<file path="src/rtl/xo_dac_spi_writer.sv">
// xo_dac_spi_writer
// Serial write engine for the VCXO tuning DAC. Accepts one word per
// valid/ready handshake and shifts it out MSB-first in SPI mode 0. The
// chip-select setup, hold and idle times are set by parameters.
//
// Ports
//   clk       system clock
//   rst       asynchronous active-high reset
//   wr_data   DAC word, sampled only on the accept edge
//   wr_valid  request to send wr_data
//   wr_ready  engine can accept a word this cycle
//   busy      transfer in progress (accept edge until wr_ready returns)
//   done      one-cycle pulse coincident with the nCs rise
//   nCs       active-low chip select (drives the nCsXO pad buffer D input)
//   Sck       serial clock, idle low
//   Mosi      serial data, stable across each Sck rising edge
module xo_dac_spi_writer #(
  parameter int CLK_DIV   = 4,
  parameter int WORD_BITS = 24,
  parameter int CS_SETUP  = 2,
  parameter int CS_HOLD   = 2,
  parameter int CS_IDLE   = 4
) (
  input  logic                 clk,
  input  logic                 rst,
  input  logic [WORD_BITS-1:0] wr_data,
  input  logic                 wr_valid,
  output logic                 wr_ready,
  output logic                 busy,
  output logic                 done,
  output logic                 nCs,
  output logic                 Sck,
  output logic                 Mosi
);

  // One counter width serves every phase and the bit index.
  localparam int M1      = (CLK_DIV > CS_SETUP) ? CLK_DIV : CS_SETUP;
  localparam int M2      = (M1 > CS_HOLD) ? M1 : CS_HOLD;
  localparam int M3      = (M2 > CS_IDLE) ? M2 : CS_IDLE;
  localparam int CNT_MAX = (M3 > WORD_BITS) ? M3 : WORD_BITS;
  localparam int CNT_W   = $clog2(CNT_MAX + 1);

  localparam logic [CNT_W-1:0] DIV_LAST   = CNT_W'(CLK_DIV - 1);
  localparam logic [CNT_W-1:0] SETUP_LAST = CNT_W'(CS_SETUP - 1);
  localparam logic [CNT_W-1:0] HOLD_LAST  = CNT_W'(CS_HOLD - 1);
  localparam logic [CNT_W-1:0] IDLE_LAST  = CNT_W'(CS_IDLE - 1);
  localparam logic [CNT_W-1:0] BIT_LAST   = CNT_W'(WORD_BITS - 1);

  typedef enum logic [2:0] {IDLE, SETUP, SHIFT, HOLD, GAP} state_t;

  state_t                state_reg, state_next;
  logic [CNT_W-1:0]      cnt_reg, cnt_next;
  logic [CNT_W-1:0]      bit_reg, bit_next;
  logic [WORD_BITS-1:0]  shift_reg, shift_next;
  logic                  ncs_reg, ncs_next;
  logic                  sck_reg, sck_next;
  logic                  mosi_reg, mosi_next;
  logic                  ready_reg, ready_next;
  logic                  busy_reg, busy_next;
  logic                  done_reg, done_next;

  logic accept;
  logic phase_end;
  logic sck_fall;
  logic last_bit;

  // ready_reg is only ever high in IDLE or the final GAP cycle.
  assign accept    = wr_valid && ready_reg;
  assign phase_end = (state_reg == SHIFT) && (cnt_reg == DIV_LAST);
  assign sck_fall  = phase_end && sck_reg;
  assign last_bit  = (bit_reg == BIT_LAST);

  // State register
  always_ff @(posedge clk or posedge rst) begin
    if (rst) state_reg <= IDLE;
    else     state_reg <= state_next;
  end

  // Next-state logic
  always_comb begin
    state_next = state_reg;
    case (state_reg)
      IDLE:  if (accept) state_next = SETUP;
      SETUP: if (cnt_reg == SETUP_LAST) state_next = SHIFT;
      SHIFT: if (sck_fall && last_bit) state_next = HOLD;
      HOLD:  if (cnt_reg == HOLD_LAST) state_next = GAP;
      // The final GAP edge doubles as the earliest next accept edge.
      GAP:   if (cnt_reg == IDLE_LAST) state_next = accept ? SETUP : IDLE;
      default: state_next = IDLE;
    endcase
  end

  // Output / datapath next values (all outputs leave through registers)
  always_comb begin
    cnt_next   = '0;
    bit_next   = bit_reg;
    shift_next = shift_reg;
    ncs_next   = ncs_reg;
    sck_next   = sck_reg;
    mosi_next  = mosi_reg;
    done_next  = 1'b0;

    // Counter restarts on every state change; in SHIFT it also restarts
    // at each Sck half-period boundary.
    if (state_next == state_reg && state_reg != IDLE) begin
      cnt_next = phase_end ? '0 : cnt_reg + CNT_W'(1);
    end

    if (accept) begin
      shift_next = wr_data;
      mosi_next  = wr_data[WORD_BITS-1];
      ncs_next   = 1'b0;
      bit_next   = '0;
    end

    if (phase_end) sck_next = ~sck_reg;

    // Advance data on every Sck fall except the one ending the last bit.
    if (sck_fall && !last_bit) begin
      shift_next = {shift_reg[WORD_BITS-2:0], 1'b0};
      mosi_next  = shift_reg[WORD_BITS-2];
      bit_next   = bit_reg + CNT_W'(1);
    end

    if (state_reg == HOLD && state_next == GAP) begin
      ncs_next  = 1'b1;
      mosi_next = 1'b0;
      done_next = 1'b1;
    end

    // wr_ready is raised one edge ahead so a handshake can complete on the
    // edge that leaves GAP.
    ready_next = (state_next == IDLE) ||
                 (state_next == GAP && cnt_next == IDLE_LAST);
    busy_next  = (state_next != IDLE) && !ready_next;
  end

  always_ff @(posedge clk or posedge rst) begin
    if (rst) begin
      cnt_reg   <= '0;
      bit_reg   <= '0;
      shift_reg <= '0;
      ncs_reg   <= 1'b1;
      sck_reg   <= 1'b0;
      mosi_reg  <= 1'b0;
      ready_reg <= 1'b0;
      busy_reg  <= 1'b0;
      done_reg  <= 1'b0;
    end else begin
      cnt_reg   <= cnt_next;
      bit_reg   <= bit_next;
      shift_reg <= shift_next;
      ncs_reg   <= ncs_next;
      sck_reg   <= sck_next;
      mosi_reg  <= mosi_next;
      ready_reg <= ready_next;
      busy_reg  <= busy_next;
      done_reg  <= done_next;
    end
  end

  assign wr_ready = ready_reg;
  assign busy     = busy_reg;
  assign done     = done_reg;
  assign nCs      = ncs_reg;
  assign Sck      = sck_reg;
  assign Mosi     = mosi_reg;

endmodule

</file>
<file path="config.mk">
export PLATFORM = sky130hd
export DESIGN_NAME = xo_dac_spi_writer
export DESIGN_NICKNAME = d
export VERILOG_FILES = /design/src/rtl/xo_dac_spi_writer.sv
export SDC_FILE = /design/constraint.sdc
export NUM_CORES = 1
export LEC_CHECK = 0
export ABC_AREA = 1
export CORE_ASPECT_RATIO = 1.2
export CORE_MARGIN = 3
export CORE_UTILIZATION = 55
export CTS_BUF_LIST = sky130_fd_sc_hd__clkbuf_4
export CTS_CLUSTER_SIZE = 30
export DETAILED_ROUTE_END_ITERATION = 8
export PLACE_DENSITY_LB_ADDON = 0.2
export SKIP_LAST_GASP = 1
export SYNTH_ARGS = -nofsm -noshare
export SYNTH_HDL_FRONTEND = slang
export SYNTH_SLANG_ARGS = --single-unit
export TNS_END_PERCENT = 10
</file>
<file path="constraint.sdc">
create_clock -name clk -period 2.01 [get_ports clk]
set_clock_uncertainty 0.15 [all_clocks]
set_input_delay 0.201 -clock clk [delete_from_list [all_inputs] [get_ports clk]]
set_output_delay 0.201 -clock clk [all_outputs]
set_load 0.005 [all_outputs]
</file>
Placed cells, one colour a class:
(6 px per um) Fill, decap, tap and diode cells in grey.
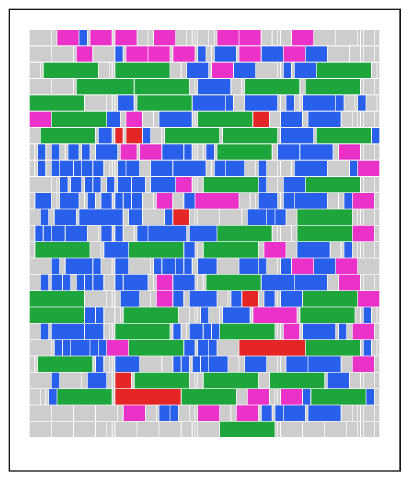
Key: blue = remaining logic cells [cells 170]; green = registers [cells 42]; red = clock drivers and dummy loads [cells 8]; magenta = remaining buffers and delay cells [cells 42]

Sequential cells grouped by signal name:
(6 px per um) Other sequential cells in the stronger grey, the rest of the logic in the fainter grey.
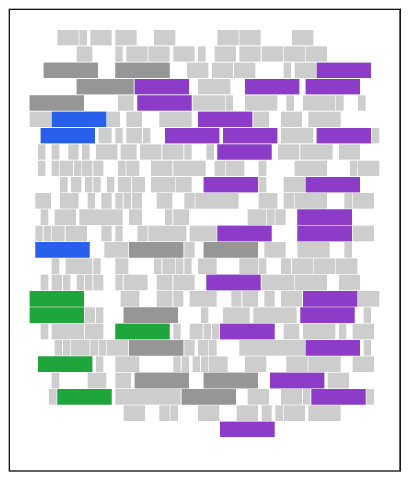
Key: purple = shift_reg [placed flops 23]; blue = state_reg [placed flops 3]; green = cnt_reg [placed flops 5]
Another 11 sequential cells are not coloured.

Power grid:
(4 px per um) Pins as bars on the die edge.
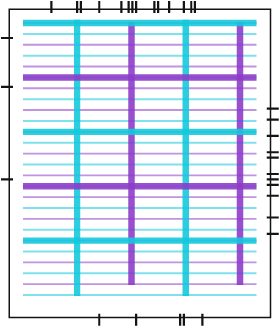
Key: purple = VDD; cyan = VSS
5 straps on met5. 4 straps on met4.

==> Slide: Implementation Results <==
Implementation Results

Outcome
  • Status: completed

Worst setup path
  • R2r worst-path depth: 10
  • Startpoint Class: flip-flop
  • Largest delay share family, worst path: simple AND/OR/NAND/NOR gates
  • Crit path largest cell delay: roughly 410 ps
  • Highest-delay cell along the critical path: dfrtp_1
  • Worst R2R Setup Slack: 100 ps
  • CP bufs+invs: 3
  • WP data required: 2100 ps
  • Reg2reg end: shift_reg[4]
  • Critical R2R Launch: cnt_reg[0]
  • Setup CP Type: reg -> reg
  • Worst Path Arrival: 2000 ps

Floorplanning
  • I/O pins: 33
  • Initial Util: 57.7%
  • Core region area: between 3000 and 4000 um^2

Routing
  • Wirelength per Cell: 13.8 um
  • DR DRC count: 0
  • Vias per cell: between 5 and 6

Global route
  • First-pass GRT wire length: 7450 um
  • Vias in the first global route: 1,648
  • Initial antenna violation count: 0
  • Largest net degree at the start of global routing: 43

Pwr
  • Max VDD drop: approximately 0.67 mV

Clock tree
  • H-tree Lvls: 2
  • CTS tree: done
  • Clk slew on worst S/H paths: 120 ps
  • CTS root buffer: clkbuf_4
  • Clock Path Buffers: 2
  • Latency at later pin: 360 ps

Final timing
  • Slew headroom: 65.8%
  • F_max: ~520 MHz
  • Worst Tran Pin Value: 513 ps
  • Post-route setup TNS: 0 ps
  • Final period util: roughly 95%
  • RSZ-0062 raised after global routing: true
  • Tmin final: 1910 ps

Placement
  • Detailed placer's ending HPWL: 3220 um
  • Placer's final routability congestion estimate: between 0.8 and 0.9

Yosys
  • Floorplan Nets: 251
  • Yosys cell count: around 220
  • Post-synth seq share: 45.9%
  • FF+latch count, synth: 42

Final layout
  • Fin util: 71.2%
  • Area Growth Syn to Fin: 23.5%
  • Commonest Layout Cell: dfrtp_1
  • Top cells excl fill/tap: 41 x dfrtp_1, 38 x inv_1, 32 x clkdlybuf4s50_1
  • Largest register FFs: 23
  • Share of cells above drive strength 1: 29.4%
  • Number of diodes: 0
Routing congestion:
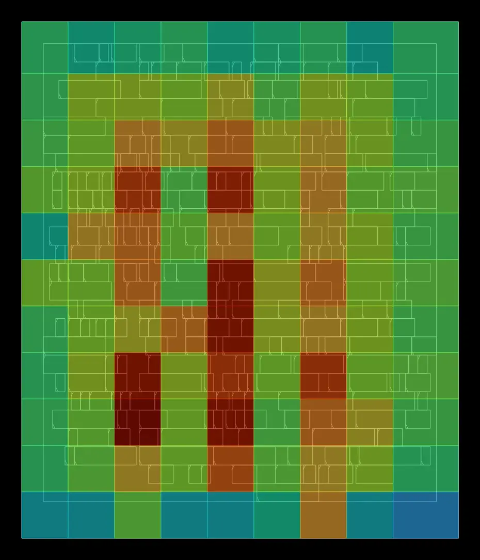
met3 Usage GRT: 5.42%
met2 usage: 30.4%

Clock network drawn from the DEF:
(8 px per um)
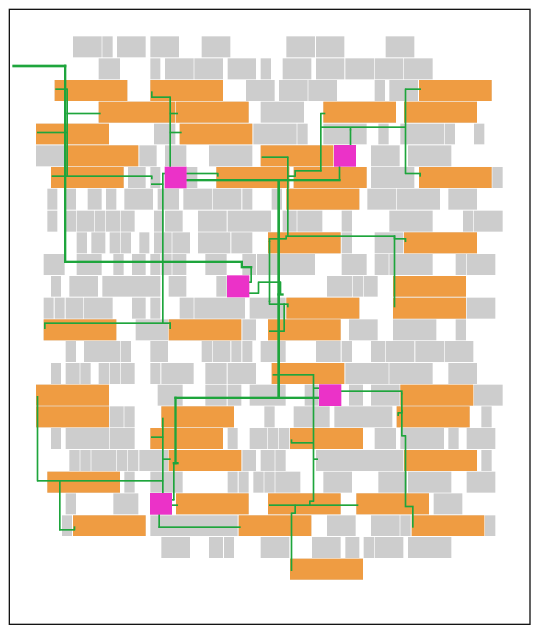
Key: orange = flip-flops [count 42]; green = clock wires [length 481 um]; magenta = clock-net drivers [count 5]
Position of the flops: widely spread. There are 6 routed clock nets.

[synthesized netlist by cell type]
cell type / n / share of area (%)
a21o_1: 1 / 0.33
a21oi_1: 2 / 0.44
a21oi_2: 1 / 0.38
a22o_1: 1 / 0.38
a31oi_1: 1 / 0.27
buf_1: 2 / 0.33
buf_2: 2 / 0.44
buf_4: 2 / 0.66
buf_6: 3 / 1.5
dfrtp_1: 41 / 45
dfstp_2: 1 / 1.1
ha_1: 3 / 1.6
inv_1: 38 / 6.2
inv_2: 5 / 0.82
nand2_1: 19 / 3.1
nand2_2: 3 / 0.82
nand2_4: 2 / 0.98
nand3_1: 15 / 3.3
nand3_2: 19 / 8.3
nand3_4: 1 / 0.76
nand4_1: 2 / 0.55
nor2_1: 12 / 2.0
nor2_2: 3 / 0.82
nor2_4: 1 / 0.49
nor2_8: 1 / 0.87
nor3_1: 2 / 0.44
nor3_2: 1 / 0.44
o211ai_2: 1 / 0.55
o21ai_0: 4 / 0.87
o21ai_1: 2 / 0.44
o21bai_1: 1 / 0.33
o221ai_1: 4 / 1.5
o221ai_2: 17 / 11
o22ai_1: 2 / 0.55
o22ai_2: 1 / 0.55
xnor2_1: 1 / 0.38
xor2_1: 4 / 1.5
[cell type report]
type                            count  area [um^2]  share of cell area [%]
Sequential cell                    42         1050                    37.2
Inverter                           43          161                    5.71
Multi-Input combinational cell    127         1030                    36.3
Tap cell                           54         67.6                    2.39
Clock inverter                      3         63.8                    2.26
Clock buffer                        5         37.5                    1.33
Timing Repair Buffer               42          420                    14.9
[kinds of logic after synthesis]
family / share of synthesized area, %
AND-OR/OR-AND: 17.7
XOR/XNOR: 1.91
adder cells (fa/ha/maj): 1.64
buffers and inverters: 9.94
flip-flops: 45.9
AND/OR/NAND/NOR: 22.8
[routing by layer]
layer | routed length (um) | global-route usage, % | up-vias
met3 | 159 | 5.42 | 7
met5 | 0 | 0 | -
met2 | 2300 | 30.4 | 25
li1 | - | - | 835
met1 | 1840 | 23.7 | 811
met4 | 59 | 8.46 | 0
[worst min-delay path: cells and delay by family]
family,cells,cell delay (ps)
buf+inv,3,870
[worst min path at each step]
stage                                to  slack [ps]  depth (start not counted)
after floorplan           shift_reg[10]         200                          2
after global placement    shift_reg[22]         340                          2
after detailed placement  shift_reg[22]         320                          2
after CTS                      wr_ready         110                          3
after global routing               busy         120                          3
final                          wr_ready         100                          3
[report_power, final]
| group | switching, uW | leakage, uW | internal [uW] |
|---|---|---|---|
| registers | 0 | 0.000461 | 845 |
| logic | 26.7 | 0.000751 | 45.9 |
| clock network | 272 | 0.0000528 | 383 |
| total | 299 | 0.00126 | 1270 |
[timing repair]
| item | in CTS | in global routing |
|---|---|---|
| resized | 0 | 4 |
| hold buffers | 0 | 0 |
| setup endpoints to repair | 0 | 20 |
| setup buffers | 0 | 1 |
[stage by stage]
stage	std cells	instance area (um^2)	setup WS (ps)	total power, uW
after floorplan	221	2290	259	874
after global placement	307	2710	91.4	936
after detailed placement	307	2710	55.8	935
after CTS	315	2810	45.2	1590
after global routing	316	2830	-17.2	1640
final	316	2830	99.3	1570
Power and IR drop assume default switching activity.
